**Signal wires by layer**

The bar under the picture is 20 um long.
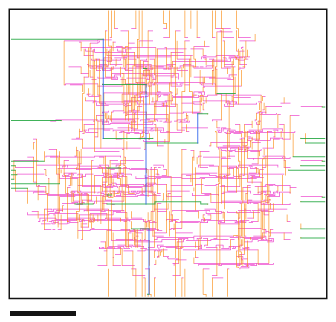
**Wire density map**

The bar under the picture is 20 um long. 19 x 17 tiles, from dark blue (low) to red (high), scaled to the fullest tile. Values are wire area over tile area, all layers added.
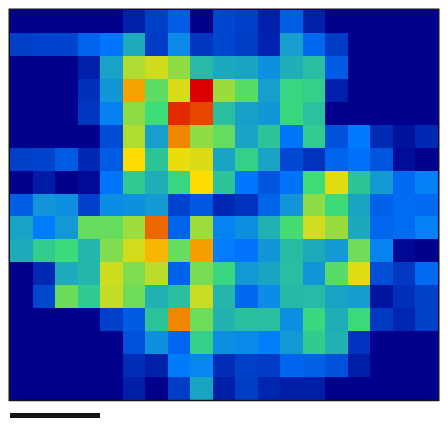
**Sequential cells grouped by signal name**

The bar under the picture is 20 um long. Other sequential cells in the stronger grey, the rest of the logic in the fainter grey.
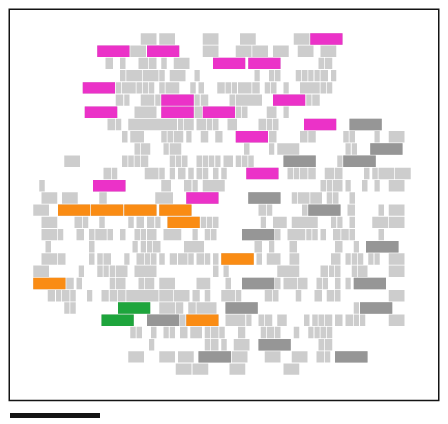
==> config.mk <==
export PLATFORM = sky130hd
export DESIGN_NAME = pipeline_stall_ctrl
export DESIGN_NICKNAME = d
export VERILOG_FILES = /design/src/rtl/pipeline_stall_ctrl.sv
export SDC_FILE = /design/constraint.sdc
export NUM_CORES = 1
export LEC_CHECK = 0
export ABC_AREA = 1
export CORE_ASPECT_RATIO = 0.9
export CORE_MARGIN = 5
export CORE_UTILIZATION = 37
export CTS_CLUSTER_SIZE = 12
export DETAILED_ROUTE_END_ITERATION = 12
export SETUP_SLACK_MARGIN = 0.15
export SLEW_MARGIN = 20
export SYNTH_ARGS = -nofsm -noshare
export SYNTH_HDL_FRONTEND = slang
export SYNTH_SLANG_ARGS = --single-unit
==> constraint.sdc <==
create_clock -name clk_i -period 4.6 [get_ports clk_i]
set_input_delay 0.92 -clock clk_i [delete_from_list [all_inputs] [get_ports clk_i]]
set_output_delay 0.92 -clock clk_i [all_outputs]
set_load 0.02 [all_outputs]
==> impl_metrics.toml <==
# physical design summary
[status]
status = "finished clean"

[die]
io_pins = 48
rows = 28

[clocking]
hold_buffers = 0
clockBufferDepth = 2
cts_num_sinks = 42
cts_tree = "yes"
path_clk_slew_ps = 80
clock_latency_ps = 300

[worst_setup_path]
critPathMaxFanout = 11
reg2reg_slack_ps = 2750
slowest_delay_ps = 650
cp-end-kind = "output port"
cpMaxStageDelayCell = "clkdlybuf4s50_1"
path_cells = "clkdlybuf4s50_1, nand2_1, nor2_4, clkdlybuf4s50_1"
worstPathRequired_ps = 3680

[final_timing]
setup_viol = 0
drv_slew = 0
fmax_ghz = 0.277
rsz0062_at_grt = "false"
slew_headroom = 0.616
post-route-period-util = 0.785
tns_ps = 0

[placement]
dp.final_hpwl_um = 4100

[synthesis]
yosysCellCount = 365
largest_area_cell = "dfxtp_1"
yosysWarnings = 0
ys_top_cells_by_area = "dfxtp_1, nand2_1, nor2_1, inv_1, a21oi_1"
synth_cells = 365
yosysTopAreaCellShare = 0.348
ys_chip_area_um2 = 2420
synth_nets = 374

[global_routing]
first_global_vias = 1998
grt-ovfl-total = 0

[drt]
drt-initial-drc-count = 88

[final_layout]
drive_gt1_frac = 0.0902
final_common_cell = "nand2_1"
Notes on 'signal wires by layer' above:
| layer | colour | wire length |
|---|---|---|
| M1 | magenta | 2760 um |
| M4 | blue | 94.5 um |
| M3 | green | 242 um |
| M2 | orange | 2470 um |
routed wire length: 5570 um
via count: 2322

Notes on 'wire density map' above:
nearly empty tiles: 25%
fullest tile: 0.41
mean over tiles: 0.11
gr usage total: 0.140
WL per Instance: 11.1 um

Notes on 'sequential cells grouped by signal name' above:
| name in the netlist | colour | placed flops |
|---|---|---|
| stall_cnt_o | magenta | 16 |
| wait_q | orange | 8 |
| state_o | green | 2 |
not coloured: 16
sequential cell area share: 0.277
Flop area: 841 um2
fin util: 0.468
Seq power: 0.000372 W

-- routing by layer --
metal / vias to the layer above / wire length (um) / GRT usage
li1: 1256 / - / -
met1: 1019 / 2760 / 0.183
met2: 38 / 2470 / 0.217
met3: 9 / 241 / 0.0339
met4: 0 / 94 / 0.0642
met5: - / 0 / 0
-- power breakdown --
part           switching (W)   total, W  internal (W)  leakage, nW
registers         0.00000431   0.000372      0.000368        0.339
clock network       0.000134   0.000297      0.000163       0.0524
logic              0.0000374  0.0000606     0.0000232        0.646
-- synthesized netlist by cell type, drive strengths merged --
library cell	count
a21oi	25
nor3	12
dfxtp	42
o21ai	15
a2bb2oi	1
o21bai	4
ha	4
nor3b	1
xnor2	5
nand3	21
clkbuf	1
buf	10
nor2	67
inv	40
nand4	7
nand2	107
xor2	3
-- final cells by class --
type / count / area [um2]
tap: 90 / 113
clock buffer: 7 / 76.3
clock inverter: 1 / 30.0
timing repair buffer: 48 / 478
inverter: 40 / 153
fill: 663 / 3450
sequential: 42 / 841
multi-input combinational: 272 / 1340
-- cells by family (layout without fill, tap and decap cells) --
kind of cell / count (synthesis) / after routing / share of synthesized area
compound gates: 45 / 45 / 0.108
flops: 42 / 42 / 0.348
fa+ha+maj: 4 / 4 / 0.0207
simple gates: 215 / 215 / 0.397
xor+xnor: 8 / 8 / 0.0290
buf+inv: 51 / 96 / 0.0973
-- through the flow --
stage	hold WS (ps)	utilization	cell area, um2	instances	total power (W)
2_1_floorplan	459	-	2420	365	0.000420
3_3_place_gp	468	0.451	2930	492	0.000441
3_5_place_dp	474	0.451	2930	492	0.000442
4_1_cts	487	0.468	3030	500	0.000742
5_1_grt	517	0.468	3030	500	0.000757
6_report	484	0.468	3030	500	0.000729
-- worst max-delay path, delay by kind of cell --
family / cells / cell delay [ps]
simple gates: 2 / 640
buf+inv: 2 / 1130
Power figures rest on the tool's default switching activity, not on a simulated workload.
